### config.mk
export PLATFORM = sky130hd
export DESIGN_NAME = ifetch_unit_flat
export DESIGN_NICKNAME = d
export VERILOG_FILES = /design/src/rtl/ifetch_unit_pkg.sv /design/src/rtl/ifetch_unit_if.sv /design/src/rtl/ifetch_unit_fetch_fifo.sv /design/src/rtl/ifetch_unit.sv /design/src/flat_wrapper.sv
export SDC_FILE = /design/constraint.sdc
export NUM_CORES = 1
export LEC_CHECK = 0
export CAP_MARGIN = 0
export CORE_MARGIN = 3
export CORE_UTILIZATION = 57
export DETAILED_ROUTE_END_ITERATION = 10
export DONT_BUFFER_PORTS = 1
export PLACE_DENSITY = 0.73
export SYNTH_ARGS = -nofsm -noshare
export SYNTH_HDL_FRONTEND = slang
export SYNTH_SLANG_ARGS = --single-unit
### constraint.sdc
create_clock -name clk -period 3.5 [get_ports clk]
set_input_delay 0.7 -clock clk [delete_from_list [all_inputs] [get_ports clk]]
set_output_delay 0.7 -clock clk [all_outputs]
set_load 0.01 [all_outputs]
### src/rtl/ifetch_unit_pkg.sv
// Shared types and constants for the instruction fetch unit and its prefetch queue.
package ifetch_unit_pkg;

    localparam int unsigned IFETCH_MAX_DEPTH = 16;

    typedef struct packed {
        logic [31:0] ia_plus_4;
        logic [31:0] ir;
    } id_params_t;

    typedef struct packed {
        logic [31:0] ia_plus_4;
        logic [31:0] ir;
    } ifetch_entry_t;

    function automatic id_params_t entry_to_params(ifetch_entry_t e);
        id_params_t p;
        p.ia_plus_4 = e.ia_plus_4;
        p.ir        = e.ir;
        return p;
    endfunction

    function automatic logic [31:0] word_align(logic [31:0] a);
        return a & ~32'h3;
    endfunction

endpackage

### src/rtl/ifetch_unit_if.sv
// Fetch-side bus bundle: instruction memory request/response, decode handoff and redirect.
interface ifetch_unit_if;
    import ifetch_unit_pkg::*;

    logic        imem_req;
    logic [31:0] imem_addr;
    logic        imem_gnt;
    logic        imem_rvalid;
    logic [31:0] imem_data;
    logic        id_valid;
    logic        id_ready;
    id_params_t  id_params;
    logic        branch_req;
    logic [31:0] branch_ia;

    modport master (
        output imem_req, imem_addr, id_valid, id_params,
        input  imem_gnt, imem_rvalid, imem_data, id_ready, branch_req, branch_ia
    );

    modport slave (
        input  imem_req, imem_addr, id_valid, id_params,
        output imem_gnt, imem_rvalid, imem_data, id_ready, branch_req, branch_ia
    );

endinterface

### src/rtl/ifetch_unit_fetch_fifo.sv
// Prefetch queue: registered storage, flush dominates push/pop, push allowed when full if popping.
module fetch_fifo
    import ifetch_unit_pkg::*;
#(
    parameter int unsigned DEPTH = 4
) (
    input  logic                           clk,
    input  logic                           rst_n,
    input  logic                           flush_i,
    input  logic                           push_i,
    input  ifetch_entry_t                  push_data_i,
    input  logic                           pop_i,
    output ifetch_entry_t                  pop_data_o,
    output logic                           full_o,
    output logic                           empty_o,
    output logic [$clog2(DEPTH+1)-1:0]     count_o
);

    localparam int unsigned AW = $clog2(DEPTH);
    localparam int unsigned CW = $clog2(DEPTH+1);
    localparam logic [CW-1:0] FULL_CNT = CW'(DEPTH);

    ifetch_entry_t mem_q [DEPTH];
    logic [AW-1:0] wr_ptr_q, rd_ptr_q;
    logic [CW-1:0] count_q;
    logic          push_ok, pop_ok;

    assign full_o  = (count_q == FULL_CNT);
    assign empty_o = (count_q == '0);
    assign count_o = count_q;

    assign pop_ok  = pop_i & ~empty_o & ~flush_i;
    assign push_ok = push_i & ~flush_i & (~full_o | pop_ok);

    // Pointers wrap naturally because DEPTH is a power of two.
    always_ff @(posedge clk or negedge rst_n) begin
        if (!rst_n) begin
            wr_ptr_q <= '0;
            rd_ptr_q <= '0;
            count_q  <= '0;
        end else if (flush_i) begin
            wr_ptr_q <= '0;
            rd_ptr_q <= '0;
            count_q  <= '0;
        end else begin
            if (push_ok) wr_ptr_q <= wr_ptr_q + AW'(1);
            if (pop_ok)  rd_ptr_q <= rd_ptr_q + AW'(1);
            count_q <= count_q + CW'(push_ok) - CW'(pop_ok);
        end
    end

    always_ff @(posedge clk) begin
        if (push_ok) mem_q[wr_ptr_q] <= push_data_i;
    end

    assign pop_data_o = mem_q[rd_ptr_q];

endmodule

### src/rtl/ifetch_unit.sv
// Instruction fetch unit: credit-limited requests, in-order response queue, branch flush with drain.
// Optional perf counters enabled by defining MINA_IFETCH_PERF_EN.
module ifetch_unit
    import ifetch_unit_pkg::*;
#(
    parameter int unsigned DEPTH    = 4,
    parameter logic [31:0] RESET_IA = 32'h0000_0000
) (
    input  logic                clk,
    input  logic                rst_n,
    ifetch_unit_if.master       fetch_if
`ifdef MINA_IFETCH_PERF_EN
    ,
    output logic [31:0]         perf_fetched,
    output logic [31:0]         perf_dropped
`endif
);

    localparam int unsigned   CW       = $clog2(DEPTH+1);
    localparam logic [CW:0]   DEPTH_C  = (CW+1)'(DEPTH);
    localparam logic [31:0]   RESET_FA = RESET_IA & ~32'h3;

    logic [31:0]   fa_q, fa_d, ra_q, ra_d;
    logic [CW-1:0] out_q, out_d, drop_q, drop_d, fifo_count;
    logic [CW:0]   inflight;
    logic          grant, resp, drop_resp, push, pop, flush;
    logic          fifo_full, fifo_empty;
    ifetch_entry_t push_entry, head_entry;

    // Dropped-but-pending responses stay in out_q so they still consume credit.
    assign inflight = {1'b0, fifo_count} + {1'b0, out_q};
    assign fetch_if.imem_req  = rst_n & ~fetch_if.branch_req & ~fifo_full & (inflight < DEPTH_C);
    assign fetch_if.imem_addr = fa_q;

    assign grant     = fetch_if.imem_req & fetch_if.imem_gnt;
    assign resp      = fetch_if.imem_rvalid;
    assign drop_resp = resp & (fetch_if.branch_req | (drop_q != '0));
    assign push      = resp & ~drop_resp;
    assign pop       = ~fifo_empty & fetch_if.id_ready & ~fetch_if.branch_req;
    assign flush     = fetch_if.branch_req;

    // ra_q tracks the address of the next response that will be kept.
    assign push_entry = '{ia_plus_4: ra_q + 32'd4, ir: fetch_if.imem_data};

    always_comb begin
        out_d  = out_q + CW'(grant) - CW'(resp);
        fa_d   = fa_q;
        ra_d   = ra_q;
        drop_d = drop_q;
        if (fetch_if.branch_req) begin
            fa_d   = word_align(fetch_if.branch_ia);
            ra_d   = word_align(fetch_if.branch_ia);
            drop_d = out_d;
        end else begin
            if (grant)     fa_d   = fa_q + 32'd4;
            if (push)      ra_d   = ra_q + 32'd4;
            if (drop_resp) drop_d = drop_q - CW'(1);
        end
    end

    always_ff @(posedge clk or negedge rst_n) begin
        if (!rst_n) begin
            fa_q   <= RESET_FA;
            ra_q   <= RESET_FA;
            out_q  <= '0;
            drop_q <= '0;
        end else begin
            fa_q   <= fa_d;
            ra_q   <= ra_d;
            out_q  <= out_d;
            drop_q <= drop_d;
        end
    end

    fetch_fifo #(.DEPTH(DEPTH)) u_fetch_fifo (
        .clk         (clk),
        .rst_n       (rst_n),
        .flush_i     (flush),
        .push_i      (push),
        .push_data_i (push_entry),
        .pop_i       (pop),
        .pop_data_o  (head_entry),
        .full_o      (fifo_full),
        .empty_o     (fifo_empty),
        .count_o     (fifo_count)
    );

    assign fetch_if.id_valid  = ~fifo_empty;
    assign fetch_if.id_params = entry_to_params(head_entry);

`ifdef MINA_IFETCH_PERF_EN
    logic [31:0] perf_fetched_q, perf_dropped_q;

    always_ff @(posedge clk or negedge rst_n) begin
        if (!rst_n) begin
            perf_fetched_q <= '0;
            perf_dropped_q <= '0;
        end else begin
            if (pop)       perf_fetched_q <= perf_fetched_q + 32'd1;
            if (drop_resp) perf_dropped_q <= perf_dropped_q + 32'd1;
        end
    end

    assign perf_fetched = perf_fetched_q;
    assign perf_dropped = perf_dropped_q;
`endif

endmodule
### src/flat_wrapper.sv
// flat-port wrapper written by rule: the top's interface ports become plain ports
module ifetch_unit_flat import ifetch_unit_pkg::*;
#(
    parameter int unsigned DEPTH    = 4,
    parameter logic [31:0] RESET_IA = 32'h0000_0000
)
  (clk, rst_n, fetch_if_imem_req, fetch_if_imem_addr, fetch_if_id_valid, fetch_if_id_params, fetch_if_imem_gnt, fetch_if_imem_rvalid, fetch_if_imem_data, fetch_if_id_ready, fetch_if_branch_req, fetch_if_branch_ia);
  ifetch_unit_if fetch_if_i ();
  input  logic clk;
  input  logic rst_n;
  output wire logic [$bits(fetch_if_i.imem_req)-1:0] fetch_if_imem_req;
  output wire logic [$bits(fetch_if_i.imem_addr)-1:0] fetch_if_imem_addr;
  output wire logic [$bits(fetch_if_i.id_valid)-1:0] fetch_if_id_valid;
  output wire logic [$bits(fetch_if_i.id_params)-1:0] fetch_if_id_params;
  input wire logic [$bits(fetch_if_i.imem_gnt)-1:0] fetch_if_imem_gnt;
  input wire logic [$bits(fetch_if_i.imem_rvalid)-1:0] fetch_if_imem_rvalid;
  input wire logic [$bits(fetch_if_i.imem_data)-1:0] fetch_if_imem_data;
  input wire logic [$bits(fetch_if_i.id_ready)-1:0] fetch_if_id_ready;
  input wire logic [$bits(fetch_if_i.branch_req)-1:0] fetch_if_branch_req;
  input wire logic [$bits(fetch_if_i.branch_ia)-1:0] fetch_if_branch_ia;
  assign fetch_if_imem_req = fetch_if_i.imem_req;
  assign fetch_if_imem_addr = fetch_if_i.imem_addr;
  assign fetch_if_id_valid = fetch_if_i.id_valid;
  assign fetch_if_id_params = fetch_if_i.id_params;
  assign fetch_if_i.imem_gnt = fetch_if_imem_gnt;
  assign fetch_if_i.imem_rvalid = fetch_if_imem_rvalid;
  assign fetch_if_i.imem_data = fetch_if_imem_data;
  assign fetch_if_i.id_ready = fetch_if_id_ready;
  assign fetch_if_i.branch_req = fetch_if_branch_req;
  assign fetch_if_i.branch_ia = fetch_if_branch_ia;
  ifetch_unit #(.DEPTH(DEPTH), .RESET_IA(RESET_IA)) u_core (.clk(clk), .rst_n(rst_n), .fetch_if(fetch_if_i));
endmodule
Figure 1. Routing congestion (run 1).
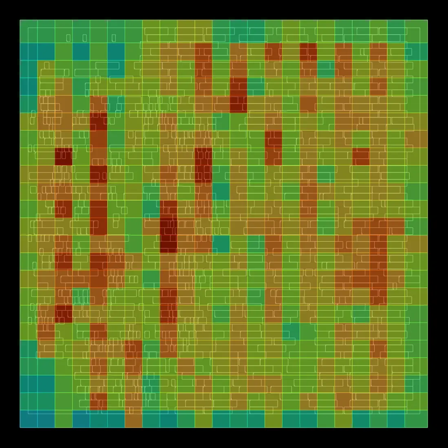
routed length per placed instance: 23.4 um
GR Layer Usage met3: 6.47%
grt met2 use: 34.5%

Figure 2. Sequential cells colored by netlist name (run 1).
Drawn at 1.5 px/um. Other sequential cells in the stronger gray, the rest of the logic in the fainter gray.
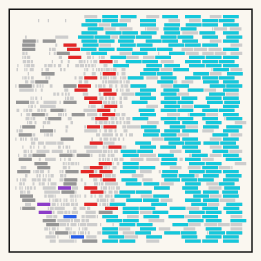
`u_core.out_q`: shown in purple, flops 3. `u_core.ra_q`: shown in red, flops 30. `u_core.u_fetch_fifo.wr_ptr_q`: shown in blue, flops 2. `u_core.u_fetch_fifo.mem_q`: shown in cyan, flops 248.
Another 38 sequential cells are not colored.
flop share of the area: 60.9%
Final Util: 64.7%
Seq. pwr: 4.68 mW
Storage cell area: 0.00928 mm^2

==> job_summary.md, run 1 <==
## PnR job results

| Metric | Value |
|---|---|
| Status | complete, but fails checks |
| Mux area share | 10.5% |
| Failing checks | hold timing |
| CP max-delay cell | dfrtp_4 |
| DRC | 0 |
| DR vias | 7,472 |
| Clock-cell share of area | 7.55% |
| Max-cap violations | 0 |
| Setup violations, final | 0 |
| Main logic family | multiplexers |
| Max H-tree Level | 1 |
| Yosys top cell area share | 54.5% |
| Count of different cell masters after synthesis | 62 |
| CTS sink cnt | 321 |
| Die H | 161 um |
| CLK BUF | 35 |
| Critical Path Max Stage Delay | 0.70 ns |
| WP data required | 2.80 ns |
| Post-Synth Simple-Gate Area | 8.80% |
| Placed Area | 0.0141 mm^2 |
| Placed insts | 1,153 |
| Worst R2R Path Depth | 12 |
| Met1 usage | 31.0% |
| LEAKAGE | 5.21 nW |
| Post-synth seq share | 67.9% |
| CTS Buffer Depth | 3 |
| Post-route cell area | 0.0152 mm^2 |
| Register bit total from synthesis | 321 |
| Post-synth EDFFs | 248 |
| Post-CTS Setup Bufs | 0 |
| Setup crit start | u_core.u_fetch_fifo.rd_ptr_q[0] |
| Antenna Violating Nets Remaining | 0 |
| First-pass GRT wire length | 44.8 mm |
| Max reg flops | 248 |
| Synth-to-layout area growth | 11.5% |
| Final Hold Viols | 3 |
| Crit Path Category | reg2out |
| Non-clock buffers | 14 |
| Unrepaired setup endpoints after global routing | false |
| Minimum hold slack | -0.00677 ns |
| CTS resizes | 0 |
| # rows | 56 |
| Ant diodes | 0 |
| Synth Instances | 858 |
| Initial DRC count | 547 |
| Core area | 0.0235 mm^2 |
| RD Place Congestion | 0.883 |
| Num CTS Buffers | 31 |
| Tmin final | 2.97 ns |
| CP Depth | 2 |
| Initial core utilization | 58.0% |
| # Taps | 319 |
| Yosys stat area | 0.0137 mm^2 |
| Top cells, area | edfxtp_1 (55%), dfrtp_1 (13%), mux4_2 (10%), xor2_1 (2.2%), xnor2_1 (2.1%) |
| Worst r2r src | u_core.u_fetch_fifo.count_o[1] |
| Fill count | 1,653 |
| Hold_buf cts | 1 |
| Crit-path max FO | 22 |
| Skew final | 0.0122 ns |
| Power density cells | 657 mW/mm^2 |
| Vias per Instance | 6.17 |
| Flip-flops | 321 |
| Max IR drop VDD | 0.000376 V |
| Top Usage Layer GRT | met2 |
| # port buffers | 0 |
| Chip area | 0.0259 mm^2 |
| Biggest Area Class | flip-flops and latches |
| Overflow after GRT | 0 |
| Path type of the worst min-delay path | in2async |
| Combinational Area | 0.00412 mm^2 |
| Setup_tns | 0 ns |
| FF-to-FF End | u_core.drop_q[2] |
| Largest net degree at the start of global routing | 74 |
| Pre-CTS WS | 0.769 ns |
| Share of post-route cells with drive strength above 1 | 16.8% |
| F_max | 0.336 GHz |
| OpenROAD warning count | 32 |
| Root buf cell | clkbuf_16 |
| Startpoint type of the worst setup path | flop |
| Die W | 161 um |
| Ys Warns | 0 |
| Clock Pin Slew Worst Setup and Hold Paths | 0.07 ns |
| Total I/O pin count | 168 |
| Most frequent cells in the layout | edfxtp_1 (248), dfrtp_1 (71), nand2_1 (66) |
| Rel. slew slack | 40.8% |
| Worst setup margin | 0.528 ns |
| Fin crit share | 84.9% |
| Crit path max-delay family | flip-flops |
| Initial antenna violation count | 0 |
| Final nets | 954 |
Figure 3. Gate-type map (run 1).
Drawn at 1.5 px/um.
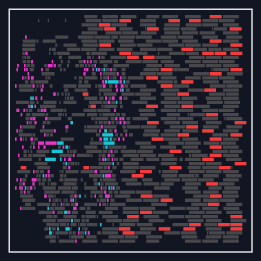
multiplexers: shown in red, cells 66, most used mux4_2. NAND gates: shown in magenta, cells 137, most used nand2_1. NOR gates: shown in cyan, cells 43, most used nor2_1.
Non-Filler Instances: 1,212
Comb area share: 27.0%
Top cell excl fill/tap: edfxtp_1

-- run 1: report_power, final --
group | switching, mW | internal, mW
clock | 1.41 | 2.31
combinational | 0.873 | 0.726
sequential | 0.314 | 4.37
total | 2.60 | 7.40
-- run 1: cells in the mapped netlist, drive strengths merged (4+ instances only) --
cell	number
mux2	4
buf	24
nand2	67
inv	27
nand3	47
o211ai	8
and2	7
and4	4
a21o	9
nor2	24
nand4	18
o21ai	48
nor4	10
or3	6
o31a	10
dfrtp	73
mux4	62
xor2	34
xnor2	32
clkbuf	16
a21oi	14
nor3	6
ha	14
nand2b	4
and3	13
edfxtp	248
-- run 1: routing by layer --
layer | part of all wire [%] | vias up
li1 | - | 3315
met1 | 41 | 3809
met2 | 48 | 309
met3 | 9.1 | 39
met4 | 2.1 | 0
met5 | 0 | -
==> run 1 -> run 2 <==
clock period = 2.4 ns   (was 3.5 ns; I/O delays follow)
Figure 4. Zoomed window (run 2).
Window x 68 to 93, y 36 to 61 um. Cells in gray, sequential cells in the stronger gray; small squares are vias.
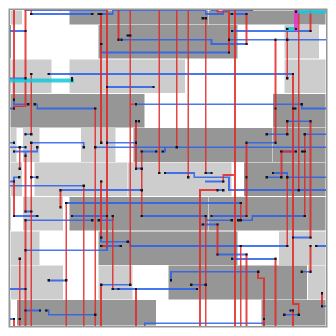
met2: shown in red. met4: shown in magenta. met3: shown in cyan. met1: shown in blue.
Netlist names of flops here include `u_core.u_fetch_fifo.mem_q` (9). Most frequent: edfxtp_1 (9), buf_4 (2), buf_12 (2). Sequential cells in the window: 9. 20 logic cells have their middle in the window.

Figure 5. I/O pins on the die edge (run 2).
Drawn at 3 px/um. Pins as bars across the die edge, other pins in gray.
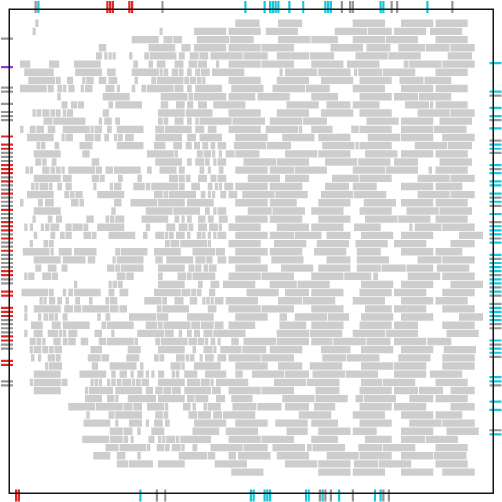
`fetch_if_branch_ia`: shown in red, pins 32, direction input, edge 25 left, 5 top, 2 bottom. `rst_n`: shown in purple, pins 1, direction input, edge left. `fetch_if_id_params`: shown in cyan, pins 64, direction output, edge 37 right, 15 top, 12 bottom.
All pins by edge: 61 left, 57 right, 28 top, 22 bottom.
Die W: 161 um
Die H: 161 um

Figure 6. Gate-type map (run 2).
Drawn at 1.5 px/um.
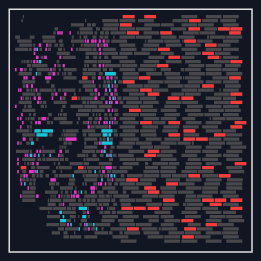
NOR gates: shown in cyan, cells 43, most used nor2_1. NAND gates: shown in magenta, cells 137, most used nand2_1. multiplexers: shown in red, cells 66, most used mux4_2.
Comb area share: 26.7%
Non-Filler Instances: 1,247

==> job_summary.md, run 2 <==
## PnR job results

| Metric | Value |
|---|---|
| Yosys top cell area share | 54.5% (unchanged) |
| Placed Area | 0.0144 mm^2 (+2.1%) |
| Ant diodes | 0 (unchanged) |
| Startpoint type of the worst setup path | flop |
| Max H-tree Level | 2 (+1) |
| CTS sink cnt | 321 (unchanged) |
| FF-to-FF End | u_core.drop_q[2] |
| # rows | 56 (unchanged) |
| Antenna Violating Nets Remaining | 0 (unchanged) |
| Most frequent cells in the layout | edfxtp_1 (248), dfrtp_1 (70), nand2_1 (66) |
| Power density cells | 961 mW/mm^2 (+46%) |
| Tmin final | 2.33 ns |
| Initial DRC count | 482 (-12%) |
| Post-route cell area | 0.0157 mm^2 (+2.8%) |
| Max IR drop VDD | 0.000567 V (+51%) |
| Final Util | 66.5% (+1.8 points) |
| Yosys stat area | 0.0137 mm^2 (unchanged) |
| LEAKAGE | 5.43 nW (+4.2%) |
| Synth top cell by count | edfxtp_1 |
| Top cells, area | edfxtp_1 (55%), dfrtp_1 (13%), mux4_2 (10%), xor2_1 (2.2%), xnor2_1 (2.1%) |
| Root buf cell | clkbuf_16 |
| Count of different cell masters after synthesis | 62 (unchanged) |
| RD Place Congestion | 0.872 (-1.3%) |
| First-pass GRT wire length | 45.0 mm (+0.51%) |
| CTS resizes | 1 (+1) |
| Fin crit share | 97.1% |
| Pre-CTS WS | 0.0485 ns (-0.720 ns) |
| Worst setup margin | 0.0704 ns (-0.458 ns) |
| Skew final | 0.0244 ns (+0.0121 ns) |
| DR vias | 7,530 (+0.78%) |
| Post-CTS Setup Bufs | 0 (unchanged) |
| F_max | 0.429 GHz |
| Largest net degree at the start of global routing | 74 (unchanged) |
| Path type of the worst min-delay path | in2reg |
| Final Hold Viols | 0 (-3) |
| Max-cap violations | 0 (unchanged) |
| Clock Pin Slew Worst Setup and Hold Paths | 0.06 ns (about the same) |
| Status | completed |
| Routed length per placed instance | 23.2 um (-0.63%) |
| Num CTS Buffers | 35 (+13%) |
| CP Depth | 2 (unchanged) |
| Rel. slew slack | 59.3% (+18 points) |
| Post-Synth Simple-Gate Area | 8.80% (unchanged) |
| Post-synth EDFFs | 248 (unchanged) |
| # port buffers | 0 (unchanged) |
| Main logic family | multiplexers |
| Initial antenna violation count | 0 (unchanged) |
| Overflow after GRT | 0 (unchanged) |
| Top cell excl fill/tap | edfxtp_1 |
| Register bit total from synthesis | 321 (unchanged) |
| Crit path max-delay family | multiplexers |
| Setup crit start | u_core.u_fetch_fifo.rd_ptr_q[0] |
| Ys Warns | 0 (unchanged) |
run 2: cell counts after synthesis:
Identical to the previous run, type by type.
run 2: cell type report:
class | count | area (um^2)
clock buffers | 41 | 898
fillers | 1643 | 7890
inverters | 28 | 108
well taps | 319 | 399
flip-flops and latches | 321 | 9280
repair buffers | 44 | 485
multi-input cells | 472 | 4180
clock inverters | 22 | 309
run 2: power by group:
part           internal, mW  leakage [nW]  switching [mW]
combinational          1.28          1.72            1.49
clock                  3.46         0.586            2.10
sequential             6.38          3.12           0.347
run 2: metal layers:
metal | track usage (%) | part of all wire (%) | up-vias
met5 | 0 | 0 | -
met4 | 5.44 | 1.7 | 0
met3 | 5.98 | 7.8 | 35
met2 | 37.1 | 50 | 267
met1 | 30.8 | 41 | 3845
li1 | - | - | 3383
==> run 2 -> run 3 <==
CTS_BUF_LIST = sky130_fd_sc_hd__clkbuf_4 sky130_fd_sc_hd__clkbuf_8 sky130_fd_sc_hd__clkbuf_16   (was default)
MAX_ROUTING_LAYER = met4   (was default)
Figure 7. Zoomed window (run 3).
Window x 68 to 93, y 36 to 61 um. Cells in gray, sequential cells in the stronger gray; small squares are vias.
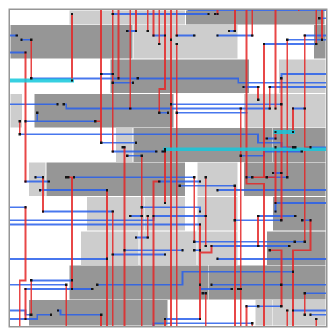
met3: shown in cyan. met2: shown in red. met1: shown in blue.
Most frequent: edfxtp_1 (9), and2_4 (4). 23 logic cells have their middle in the window. Sequential cells in the window: 9. Netlist names of flops here include `u_core.u_fetch_fifo.mem_q` (9).

Figure 8. Sequential cells colored by netlist name (run 3).
Drawn at 1.5 px/um. Other sequential cells in the stronger gray, the rest of the logic in the fainter gray.
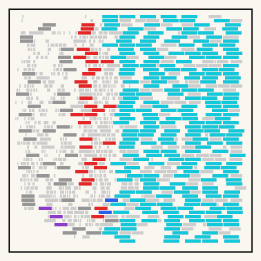
`u_core.out_q`: shown in purple, flops 3. `u_core.u_fetch_fifo.wr_ptr_q`: shown in blue, flops 2. `u_core.ra_q`: shown in red, flops 30. `u_core.u_fetch_fifo.mem_q`: shown in cyan, flops 248.
Another 38 sequential cells are not colored.
Final Util: 66.6%
Storage cell area: 0.00928 mm^2
Seq. pwr: 6.72 mW
flop share of the area: 59.2%

Figure 9. Routing congestion (run 3).
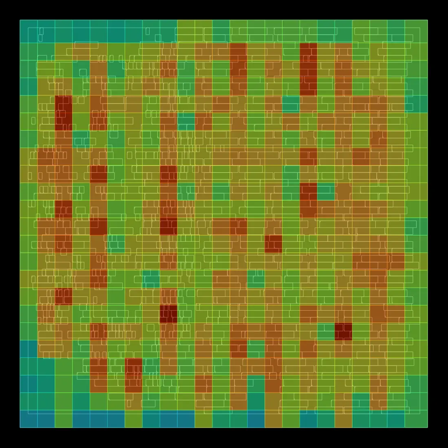
grt met2 use: 36.4%
Top Usage Layer GRT: met2
GR Layer Usage met3: 5.62%
routed length per placed instance: 23.2 um
all-layer global routing usage: 23.2%

==> job_summary.md, run 3 <==
## PnR job results

| Metric | Value |
|---|---|
| Status | completed |
| Max-cap violations | 0 (unchanged) |
| Synth top cell by count | edfxtp_1 |
| Max H-tree Level | 2 (unchanged) |
| Biggest consumer | registers |
| Post-route cell area | 0.0157 mm^2 (+0.18%) |
| Fin crit share | 99.0% (+1.9 points) |
| Yosys stat area | 0.0137 mm^2 (unchanged) |
| CLK BUF | 46 (+12%) |
| Sequential share of power | 45.5% (+0.8 points) |
| Most frequent cells in the layout | edfxtp_1 (248), dfrtp_1 (70), nand2_1 (66) |
| Num CTS Buffers | 34 (-2.9%) |
| Non-Filler Instances | 1,249 (+0.16%) |
| Die W | 161 um (unchanged) |
| Largest net degree at the start of global routing | 74 (unchanged) |
| Comb area share | 26.6% (-0.071 points) |
| CTS sink cnt | 321 (unchanged) |
| Top cell excl fill/tap | edfxtp_1 |
| # Taps | 319 (unchanged) |
| # port buffers | 0 (unchanged) |
| Top cells, area | edfxtp_1 (55%), dfrtp_1 (13%), mux4_2 (10%), xor2_1 (2.2%), xnor2_1 (2.1%) |
| F_max | 0.421 GHz (-1.9%) |
| Clock Pin Slew Worst Setup and Hold Paths | 0.06 ns (about the same) |
| Overflow after GRT | 0 (unchanged) |
| Clock-cell share of area | 7.36% (-0.36 points) |
| NonClk Buf Share | 3.62% (+0.52 points) |
| Yosys top cell area share | 54.5% (unchanged) |
| Max IR drop VDD | 0.000557 V (-1.8%) |
| Mi-comb count | 472 (unchanged) |
| Initial antenna violation count | 0 (unchanged) |
| Rel. slew slack | 55.3% (-4.0 points) |
| Non-clock buffers | 46 (+4.5%) |
| Register bit total from synthesis | 321 (unchanged) |
| Post-synth EDFFs | 248 (unchanged) |
| Worst setup margin | 0.0245 ns (-0.0459 ns) |
| RD Place Congestion | 0.897 (+2.9%) |
| Tmin final | 2.38 ns (+0.0459 ns) |
| Count of different cell masters after synthesis | 62 (unchanged) |
[run 3: netlist changes by cell type in the layout (fill, tap and decap cells not counted), moves of 2 or more]
| cell | before | now |
|---|---|---|
| clkbuf_4 | 0 | 8 |
| buf_4 | 32 | 29 |
| clkbuf_8 | 0 | 3 |
| clkinv_8 | 2 | 0 |
| buf_12 | 9 | 13 |
| bufinv_16 | 7 | 3 |
| clkbuf_1 | 6 | 0 |
[run 3: layer usage]
layer / track usage, % / vias to the layer above / routed length, um
met4: 5.83 / 0 / 553
met3: 5.62 / 44 / 2260
li1: - / 3388 / -
met5: - / - / 0
met1: 31.2 / 3813 / 12000
met2: 36.4 / 292 / 14100
[run 3: worst max-delay path, delay by kind of cell, from the launching register on]
kind,cells,cell delay (ns)
buffers and inverters,1,0.27
DFF,1,0.52
muxes,1,0.59
Power figures rest on the tool's default switching activity, not on a simulated workload.
